==> config.mk <==
export PLATFORM = sky130hd
export DESIGN_NAME = lss_arbiter_flat
export DESIGN_NICKNAME = d
export VERILOG_FILES = /design/src/rtl/lss_pkg.sv /design/src/rtl/lss_arbiter_if.sv /design/src/rtl/lss5b_step.sv /design/src/rtl/lss_arbiter.sv /design/src/flat_wrapper.sv
export SDC_FILE = /design/constraint.sdc
export NUM_CORES = 1
export LEC_CHECK = 0
export CELL_PAD_IN_SITES_DETAIL_PLACEMENT = 2
export CELL_PAD_IN_SITES_GLOBAL_PLACEMENT = 2
export CORE_MARGIN = 2
export CORE_UTILIZATION = 28
export DETAILED_ROUTE_END_ITERATION = 8
export GPL_ROUTABILITY_DRIVEN = 0
export PLACE_DENSITY_LB_ADDON = 0.3
export SYNTH_ARGS = -nofsm -noshare
export SYNTH_HDL_FRONTEND = slang
export SYNTH_SLANG_ARGS = --single-unit
==> constraint.sdc <==
create_clock -name clk -period 2.15 [get_ports clk]
set_clock_uncertainty 0.15 [all_clocks]
set_input_delay 0.5375 -clock clk [delete_from_list [all_inputs] [get_ports clk]]
set_output_delay 0.5375 -clock clk [all_outputs]
set_load 0.03 [all_outputs]
==> src/rtl/lss_pkg.sv <==
// Shared constants, FSM state type and generator recurrence for the LSS arbiter.
package lss_pkg;

  localparam int unsigned LSS_W = 5;
  localparam logic [LSS_W-1:0] LSS_LOCK = 5'b11111;

  typedef enum logic [1:0] {
    IDLE,
    SEED,
    RUN
  } lss_state_e;

  // One step of the 5-stage recurrence; LSS_LOCK maps onto itself.
  function automatic logic [LSS_W-1:0] lss_next(input logic [LSS_W-1:0] q);
    logic [LSS_W-1:0] n;
    n[0] = q[4];
    n[1] = q[0];
    n[2] = q[1];
    n[3] = q[4] | q[2];
    n[4] = ~(q[4] ^ q[3]);
    return n;
  endfunction

endpackage

==> src/rtl/lss_arbiter_if.sv <==
// Requester-side bus of the LSS arbiter: request/length in, grant and data words out.
interface lss_arbiter_if;
  import lss_pkg::*;

  logic [1:0]       req;
  logic [3:0]       len0;
  logic [3:0]       len1;
  logic [1:0]       gnt;
  logic             vld;
  logic [LSS_W-1:0] data;
  logic             last;

  modport master (
    output req, len0, len1,
    input  gnt, vld, data, last
  );

  modport slave (
    input  req, len0, len1,
    output gnt, vld, data, last
  );

endinterface

==> src/rtl/lss5b_step.sv <==
// 5-bit generator register: load beats step beats hold, preset to the lock value.
module lss5b_step
  import lss_pkg::*;
(
  input  logic             clk,
  input  logic             rst_b,
  input  logic             en,
  input  logic             load,
  input  logic [LSS_W-1:0] seed,
  output logic [LSS_W-1:0] q
);

  logic [LSS_W-1:0] r_q;

  always_ff @(posedge clk or negedge rst_b) begin
    if (!rst_b) begin
      r_q <= LSS_LOCK;
    end else if (load) begin
      r_q <= seed;
    end else if (en) begin
      r_q <= lss_next(r_q);
    end
  end

  assign q = r_q;

endmodule

==> src/rtl/lss_arbiter.sv <==
// Round-robin arbiter sharing one generator between two requesters, with lock-up reseed.
module lss_arbiter
  import lss_pkg::*;
#(
  parameter logic [LSS_W-1:0] SEED = 5'b00001
) (
  input  logic          clk,
  input  logic          rst_b,
  lss_arbiter_if.slave  bus
);

  lss_state_e       r_state;
  logic             r_owner;
  logic             r_last_served;
  logic [3:0]       r_cnt;

  logic [LSS_W-1:0] w_gen;
  logic             w_own_req;
  logic             w_win;
  logic [3:0]       w_len_win;
  logic             w_step;
  logic             w_load;

  assign w_own_req = bus.req[r_owner];
  // A lone requester wins outright; on a tie the one not served last goes first.
  assign w_win     = (bus.req == 2'b11) ? ~r_last_served : bus.req[1];
  assign w_len_win = w_win ? bus.len1 : bus.len0;
  assign w_load    = (r_state == lss_pkg::SEED);
  assign w_step    = (r_state == RUN) && w_own_req;

  lss5b_step u_gen (
    .clk   (clk),
    .rst_b (rst_b),
    .en    (w_step),
    .load  (w_load),
    .seed  (SEED),
    .q     (w_gen)
  );

  always_ff @(posedge clk or negedge rst_b) begin
    if (!rst_b) begin
      r_state       <= IDLE;
      r_owner       <= 1'b0;
      r_last_served <= 1'b1;
      r_cnt         <= 4'd0;
    end else begin
      case (r_state)
        IDLE: begin
          if (bus.req != 2'b00) begin
            r_owner <= w_win;
            r_cnt   <= w_len_win;
            r_state <= (w_gen == LSS_LOCK) ? lss_pkg::SEED : RUN;
          end
        end
        lss_pkg::SEED: begin
          r_state <= w_own_req ? RUN : IDLE;
        end
        RUN: begin
          if (!w_own_req || (r_cnt == 4'd0)) begin
            r_state       <= IDLE;
            r_last_served <= r_owner;
          end else begin
            r_cnt <= r_cnt - 4'd1;
          end
        end
        default: r_state <= IDLE;
      endcase
    end
  end

  assign bus.gnt  = (r_state == IDLE) ? 2'b00 : (r_owner ? 2'b10 : 2'b01);
  assign bus.vld  = w_step;
  assign bus.last = w_step && (r_cnt == 4'd0);
  assign bus.data = w_gen;

endmodule

==> src/flat_wrapper.sv <==
// flat-port wrapper written by rule: the top's interface ports become plain ports
module lss_arbiter_flat import lss_pkg::*;
#(
  parameter logic [LSS_W-1:0] SEED = 5'b00001
)
  (clk, rst_b, bus_req, bus_len0, bus_len1, bus_gnt, bus_vld, bus_data, bus_last);
  lss_arbiter_if bus_i ();
  input  logic clk;
  input  logic rst_b;
  input wire logic [$bits(bus_i.req)-1:0] bus_req;
  input wire logic [$bits(bus_i.len0)-1:0] bus_len0;
  input wire logic [$bits(bus_i.len1)-1:0] bus_len1;
  output wire logic [$bits(bus_i.gnt)-1:0] bus_gnt;
  output wire logic [$bits(bus_i.vld)-1:0] bus_vld;
  output wire logic [$bits(bus_i.data)-1:0] bus_data;
  output wire logic [$bits(bus_i.last)-1:0] bus_last;
  assign bus_i.req = bus_req;
  assign bus_i.len0 = bus_len0;
  assign bus_i.len1 = bus_len1;
  assign bus_gnt = bus_i.gnt;
  assign bus_vld = bus_i.vld;
  assign bus_data = bus_i.data;
  assign bus_last = bus_i.last;
  lss_arbiter #(.SEED(SEED)) u_core (.clk(clk), .rst_b(rst_b), .bus(bus_i));
endmodule
util_map.png
The die is cut into 11 by 11 equal tiles; black is low, pale yellow is high, 0 to 100% covered.
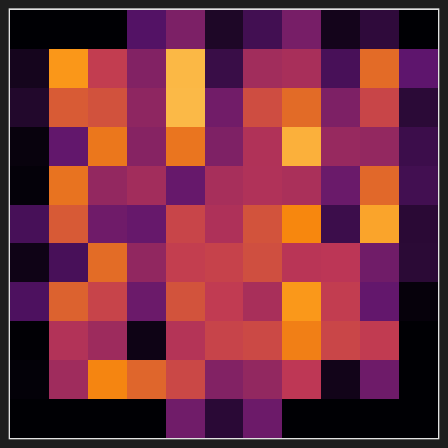
tiles over 75% full = 5.0%
nearly empty tiles = 15%
mean over tiles = 35%
Core Area: 2710 um^2
fin util: 43.6%
fp util: 28.9%

ff_map.png
Other sequential cells in the stronger grey, the rest of the logic in the fainter grey.
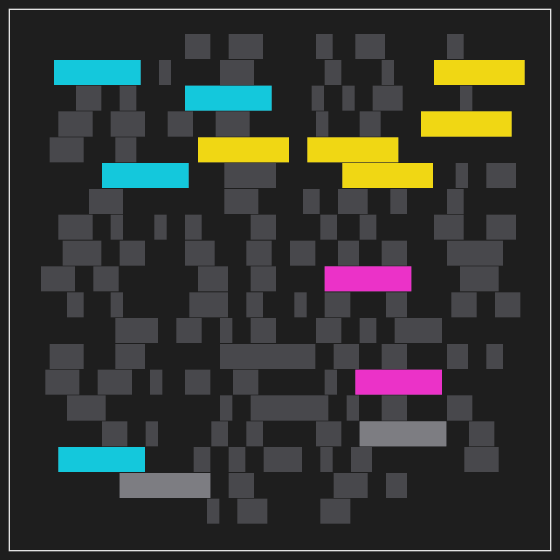
yellow -> u_core.u_gen.q  # placed flops 5
cyan -> u_core.r_cnt  # placed flops 4
magenta -> u_core.r_state  # placed flops 2
not coloured = 2
storage element area: 333 um^2
sequential power: 0.512 mW

==> results_dict.tcl <==
# flow metrics
set metrics [dict create \
    status "finished, violations left" \
    violations "setup timing" \
    cts_setup_buffers 2 \
    grt_pass1_vias 808 \
    ios 21 \
    comb-cell-share_pct 38.7 \
    nets 134 \
    setup_viol 1 \
    finalInstanceArea_um2 1180 \
    wl_per_cell_um 15.1 \
    dr.pass1.iters 3 \
    critPathBufInv 2 \
    most-common-layout-cells "buf_4, nand2_1, clkdlybuf4s50_1" \
    n_all_inverters 4 \
    lay_top_count "buf_4" \
    nWellTaps 31 \
    setup-tns-final_ps -115 \
    yosysWarnings 0 \
    hold_violations 0 \
    layout_setup_ws_ps -115 \
    hold_slack_ps 352 \
    overflow 0 \
]
[power groups by stage]
stage / combinational (mW) / sequential, mW / clock (mW)
after floorplan: 0.573 / 0.580 / 0
after global placement: 1.02 / 0.505 / 0
after detailed placement: 1.07 / 0.514 / 0
after CTS: 1.08 / 0.516 / 0.168
after global routing: 1.16 / 0.537 / 0.182
final: 1.06 / 0.512 / 0.163
[logic make-up after synthesis]
kind of cell / after synthesis / share of synthesized area, %
xor gates and xnor gates: 2 / 2.24
DFF: 13 / 42.5
muxes: 9 / 12.9
buffers and inverters: 6 / 3.19
adders and majority gates: 1 / 1.60
AOI/OAI and AO/OA: 21 / 19.3
and+or+nand+nor: 29 / 18.2
[per-layer routing]
metal  part of all wire (%)  GRT usage (%)
met2                     53           28.6
met4                   0.92           4.98
met3                    3.8           2.53
met5                      0              0
met1                     42           18.2
Power is estimated from default activity; no workload was simulated.
